`src/rtl/vu_pkg.sv`:
```
// Shared constants and state encoding for the VU meter frame scheduler.
// Latency: n/a (package only).
// Backpressure: n/a (package only).
package vu_pkg;

  localparam int VU_DATA_W      = 8;
  localparam int VU_DECAY       = 4;
  localparam int VU_PEAK_DECAY  = 2;
  localparam int VU_HOLD_FRAMES = 30;
  localparam int VU_HOLD_W      = 6;

  typedef enum logic {
    ACCUM  = 1'b0,
    COMMIT = 1'b1
  } vu_state_t;

endpackage

```
`src/rtl/vu_sat_decay.sv`:
```
// Decayed value: max(a, cur - STEP) with the subtraction clamped at zero.
// Latency: combinational, zero cycles.
// Backpressure: none, pure function of its inputs.
module vu_sat_decay
  import vu_pkg::*;
#(
  parameter int DATA_W = VU_DATA_W,
  parameter int STEP   = VU_DECAY
) (
  input  logic [DATA_W-1:0] a,
  input  logic [DATA_W-1:0] cur,
  output logic [DATA_W-1:0] y
);

  localparam logic [DATA_W:0] STEP_EXT = (DATA_W+1)'(STEP);

  logic [DATA_W:0]   diff;
  logic [DATA_W-1:0] dec;

  // One extra bit catches the borrow so a small value floors at zero instead of wrapping.
  always_comb begin
    diff = {1'b0, cur} - STEP_EXT;
    dec  = diff[DATA_W] ? '0 : diff[DATA_W-1:0];
    y    = (a > dec) ? a : dec;
  end

endmodule

```
`src/rtl/vu_frame_scheduler.sv`:
```
// Collects the loudest sample per video frame and commits level/peak once, at the start of vsync.
// Latency: a sample accepted before the vsync tick shows on level two cycles after the tick cycle.
// Backpressure: sample_ready drops for the single commit cycle; the source holds its sample.
module vu_frame_scheduler
  import vu_pkg::*;
#(
  parameter int DATA_W      = VU_DATA_W,
  parameter int DECAY       = VU_DECAY,
  parameter int PEAK_DECAY  = VU_PEAK_DECAY,
  parameter int HOLD_FRAMES = VU_HOLD_FRAMES,
  parameter int HOLD_W      = VU_HOLD_W,
  parameter bit V_POL       = 1'b0
) (
  input  logic              pixel_clock,
  input  logic              reset,
  input  logic              v_sync,
  input  logic [DATA_W-1:0] sample,
  input  logic              sample_valid,
  output logic              sample_ready,
  output logic [DATA_W-1:0] level,
  output logic [DATA_W-1:0] peak,
  output logic              frame_tick
);

  localparam logic [HOLD_W-1:0] HOLD_INIT = HOLD_W'(HOLD_FRAMES);

  vu_state_t         state;
  logic [DATA_W-1:0] acc;
  logic [DATA_W-1:0] acc_max;
  logic [HOLD_W-1:0] hold_cnt;
  logic              vs_prev;
  logic              tick;
  logic              accept;
  logic [DATA_W-1:0] level_dec;
  logic [DATA_W-1:0] peak_dec;

  // Start-of-vsync detect and sample acceptance; vga shares this clock so no synchroniser.
  always_comb begin
    tick    = (v_sync == V_POL) && (vs_prev != V_POL);
    accept  = sample_valid && sample_ready;
    acc_max = (sample > acc) ? sample : acc;
  end

  // max(acc, level - DECAY) already yields acc whenever acc >= level, so it is the whole level update.
  vu_sat_decay #(
    .DATA_W (DATA_W),
    .STEP   (DECAY)
  ) u_level_decay (
    .a   (acc),
    .cur (level),
    .y   (level_dec)
  );

  vu_sat_decay #(
    .DATA_W (DATA_W),
    .STEP   (PEAK_DECAY)
  ) u_peak_decay (
    .a   (acc),
    .cur (peak),
    .y   (peak_dec)
  );

  // Remember last v_sync so the inactive-to-active transition can be seen.
  always_ff @(posedge pixel_clock or posedge reset) begin
    if (reset) begin
      vs_prev <= 1'b0;
    end else begin
      vs_prev <= v_sync;
    end
  end

  // Frame FSM: accumulate the frame maximum, then one commit cycle updates level, peak and hold.
  always_ff @(posedge pixel_clock or posedge reset) begin
    if (reset) begin
      state        <= ACCUM;
      sample_ready <= 1'b0;
      frame_tick   <= 1'b0;
      acc          <= '0;
      level        <= '0;
      peak         <= '0;
      hold_cnt     <= '0;
    end else begin
      frame_tick <= 1'b0;
      case (state)
        ACCUM: begin
          // A sample taken in the tick cycle still belongs to the frame being committed.
          if (accept) begin
            acc <= acc_max;
          end
          if (tick) begin
            state        <= COMMIT;
            sample_ready <= 1'b0;
            frame_tick   <= 1'b1;
          end else begin
            sample_ready <= 1'b1;
          end
        end
        COMMIT: begin
          level <= level_dec;
          if (acc >= peak) begin
            peak     <= acc;
            hold_cnt <= HOLD_INIT;
          end else if (hold_cnt != '0) begin
            hold_cnt <= hold_cnt - 1'b1;
          end else begin
            peak <= peak_dec;
          end
          acc          <= '0;
          state        <= ACCUM;
          sample_ready <= 1'b1;
        end
        default: begin
          state        <= ACCUM;
          sample_ready <= 1'b1;
        end
      endcase
    end
  end

endmodule

```
`config.mk`:
```
export PLATFORM = sky130hd
export DESIGN_NAME = vu_frame_scheduler
export DESIGN_NICKNAME = d
export VERILOG_FILES = /design/src/rtl/vu_pkg.sv /design/src/rtl/vu_sat_decay.sv /design/src/rtl/vu_frame_scheduler.sv
export SDC_FILE = /design/constraint.sdc
export NUM_CORES = 1
export LEC_CHECK = 0
export CAP_MARGIN = 20
export CELL_PAD_IN_SITES_DETAIL_PLACEMENT = 0
export CELL_PAD_IN_SITES_GLOBAL_PLACEMENT = 1
export CORE_ASPECT_RATIO = 0.6
export CORE_MARGIN = 2
export CORE_UTILIZATION = 45
export DETAILED_ROUTE_END_ITERATION = 12
export PLACE_DENSITY_LB_ADDON = 0.08
export SYNTH_ARGS = -nofsm -noshare
export SYNTH_HDL_FRONTEND = slang
export SYNTH_SLANG_ARGS = --single-unit
```
`constraint.sdc`:
```
create_clock -name pixel_clock -period 8 [get_ports pixel_clock]
set_input_delay 1.6 -clock pixel_clock [delete_from_list [all_inputs] [get_ports pixel_clock]]
set_output_delay 1.6 -clock pixel_clock [all_outputs]
set_load 0.1 [all_outputs]
```
### Cell outlines without signal wires

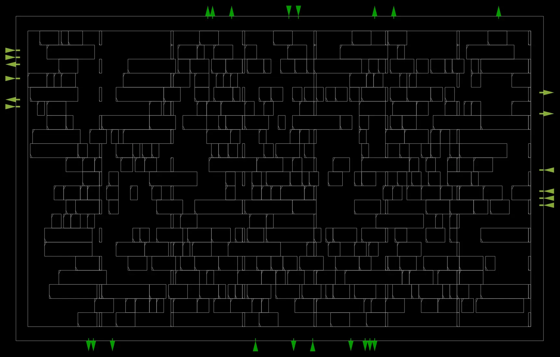
flip-flops: 33
TAP cells: 80
standard-cell rows: 21
share of the core filled with cells: 55.56%
fraction of standard cell area that is sequential: 26.81%

### Register map, names as in the netlist

The bar under the picture is 20 um long. Other sequential cells in the stronger gray, the rest of the logic in the fainter gray.
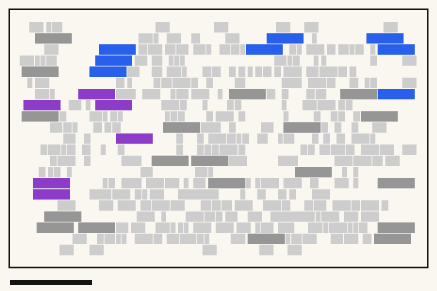
| name in the netlist | color | flops |
|---|---|---|
| level | blue | 8 |
| hold_cnt | purple | 6 |
not colored: 19

### Metal 3

The bar under the picture is 20 um long.
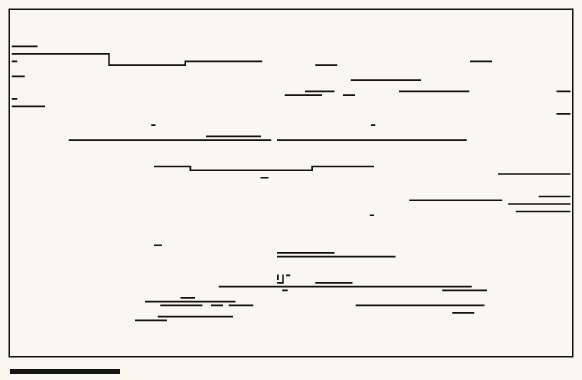
wire length on this layer: 463 um
share of all routed wire: 7.1%
met3 Resource Use GR: 4.474%
total wire length: 6500 um
detailed-route via count: 2231

==> flow_summary.rst <==
Flow metrics
------------

.. list-table::
   :header-rows: 1

   * - Metric
     - Value
   * - Number of primary I/O pins
     - 30
   * - Number of nets with antenna violations after detailed routing
     - 0
   * - Critical register-to-register path endpoint
     - peak[5]
   * - Clk slew on worst S/H paths
     - approximately 70 ps
   * - Final-report setup violation count
     - 0
   * - Synthesized registers
     - 33
   * - Skew-Pair Late Insertion Delay
     - between 200 and 300 ps
   * - Chip Footprint
     - 0.006381 sq mm
   * - Number of cells on the worst reg-to-reg path
     - 9
   * - Total inserted antenna cells
     - 0
   * - Net count of the finished layout
     - 367
   * - Crit path buf inv count
     - 0
   * - Main flop type after synthesis
     - sky130_fd_sc_hd__dfrtp_1
   * - 1st-iter DRT viols
     - between 150 and 200
   * - Inverters
     - 26
   * - Final global-route overflow total
     - 0
   * - Simple-gate share of the synthesized area
     - 20.11%
   * - M1 WL
     - 3566 um
   * - Startpoint of the most critical register-to-register path
     - peak[1]
   * - Num Clock Sinks
     - 33
   * - Cell taking the most area after synthesis
     - sky130_fd_sc_hd__dfrtp_1
   * - Setup crit start
     - peak[1]
   * - Most common logic cells in the final layout
     - sky130_fd_sc_hd__ha_1 (36), sky130_fd_sc_hd__dfrtp_1 (33), sky130_fd_sc_hd__clkdlybuf4s50_1 (29)
   * - Wire length of the first global-routing pass
     - about 11000 um
   * - Worst-case setup margin in the final layout
     - approximately 4400 ps
   * - Largest incremental delay on the critical path
     - ~610 ps
   * - Type of the tightest min-delay check
     - reg -> reg
   * - Effective utilization at floorplan
     - 46.58%
   * - Parity-gate share of the synthesized area counting xor and xnor cells
     - roughly 2.7%
   * - Post-synthesis instance area
     - 0.002582 sq mm
   * - Placed inst area
     - 0.002964 sq mm
   * - Synth top area cells
     - sky130_fd_sc_hd__dfrtp_1 (32%), sky130_fd_sc_hd__ha_1 (17%), sky130_fd_sc_hd__a21oi_1 (3.7%)
   * - Launch point of the worst hold path
     - vs_prev
   * - OpenROAD warning count
     - 27
   * - Buffers, non-clock
     - 32
   * - Final worst path period share
     - a little under half
   * - CP endpoint kind
     - flop
   * - Global routing usage summed across all routing layers
     - between 20% and 30%
   * - Ordered list of cells on the worst path
     - or4_4 > nor4_2 > or2_1 > ha_1 > nor2b_1 > o21ai_0 > nand4bb_4 > a22o_2 > a222oi_1
   * - Number of buffers inserted during clock tree synthesis
     - 5
   * - Ys cells
     - 288
   * - Dpl cells
     - 392
   * - Total of fill cells in the finished design
     - approximately 520
   * - Maximum fanout encountered on the critical timing path
     - 8
   * - Top cell class by occupied area
     - multi-input combinational cells
   * - DRC errors left
     - 0
   * - Maximum clock insertion buffer count
     - 2
   * - Syn nets
     - approximately 340
   * - Clock buffer count
     - 7
   * - Crit path DAT
     - roughly 3800 ps
   * - Met2 capacity usage during global routing
     - approximately 28%
   * - Met3 wirelength from detailed routing
     - 463 um
   * - Die span in y
     - between 60 and 70 um
   * - Cells after synthesis
     - 288
   * - Final tally of hold violations
     - 0
   * - Busiest metal layer after global routing
     - met1
   * - Setup slack on the worst flop-to-flop path
     - between 4000 and 5000 ps
   * - Slowest-stage cell, CP
     - sky130_fd_sc_hd__or4_4
   * - Depth of the CTS H-tree
     - 2
   * - Distinct cells, synth
     - approximately 54
   * - Final-layout clock-cell area share
     - 3.777%
   * - Slew Limit Fails
     - 0
   * - Mux cell area share
     - between 1 and 1.5%
   * - Compound-gate portion of the synthesized area
     - 21.56%
   * - Yosys chip area
     - between 0.002 and 0.003 sq mm
   * - Number of iterations in the first detailed-routing pass
     - 5
   * - Slew of the pin with the lowest slew margin
     - roughly 980 ps
   * - Combinational share of cell area
     - between 50% and 60%
   * - Dominant logic cell type in the layout
     - sky130_fd_sc_hd__ha_1
   * - Period minus WS final
     - 3646 ps
   * - Total of max-cap violations
     - 0
   * - Layout Area Growth over Synthesis
     - 19.28%
   * - Data buffer area share
     - roughly a tenth
   * - Initial antenna violation count
     - 0
   * - Wire per inst
     - roughly 16 um
   * - Async set-reset flop share out of synthesis
     - 100.0%
   * - Result of the run
     - finished, final reports clean
   * - Number of synthesized flops with an enable pin
     - 0
   * - Top comb family, area
     - AND-OR/OR-AND gates
   * - Number of standard cells in the layout, taps in and fillers out
     - 400
   * - Horizontal extent of the die
     - ~100 um
   * - Post-synth seq share
     - a little under a third
   * - Fmax
     - approximately 0.27 GHz
   * - Stages on worst setup path
     - 9
   * - Avg Cell Area, Syn
     - between 8 and 9 sq um
### Placed cells, one color a class

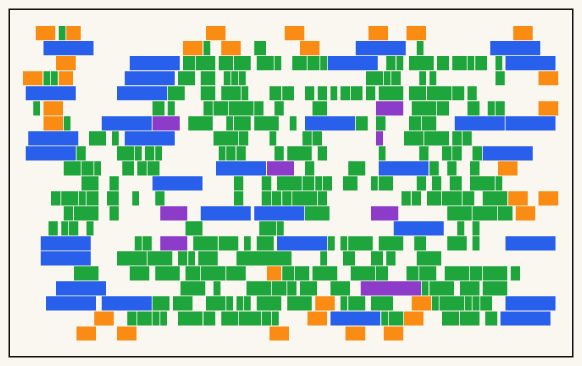
| class | color | cells | share of their area |
|---|---|---|---|
| clock drivers and dummy loads | purple | 8 | 3.9% |
| remaining buffers and delay cells | orange | 32 | 10% |
| sequential cells | blue | 33 | 28% |
| combinational and other logic | green | 247 | 58% |
core area: 0.005544 sq mm
post-route standard cell area excluding fillers: 0.003080 sq mm

### Cell density map

The die is cut into 10 by 6 equal tiles; white is low, dark blue is high, 0 to 100% covered.
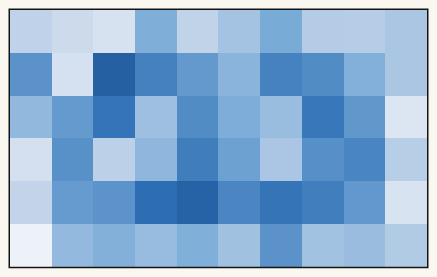
mean over tiles: 47%
tiles over 75% full: 5.0%
fullest tile: 81%
densest ninth of the die: bottom center

==> registers in the layout, summed over array words and instances (netlist names) <==
signal and cells:
sample_ready 1, acc 8, hold_cnt 6, vs_prev 1
peak 8, frame_tick 1, level 8
==> Yosys cell counts (all sizes together) (3+ instances only) <==
cell type	number
dfrtp	33
inv	25
a222oi	5
a31oi	5
nor3	3
or2	4
nor4	4
ha	36
nand3	17
xnor2	4
a21o	7
clkbuf	7
nand2b	5
nand4	6
o21a	3
a21oi	19
a211o	5
o21ai	20
xor2	4
a211oi	4
nand2	19
nor2	16
nor2b	3
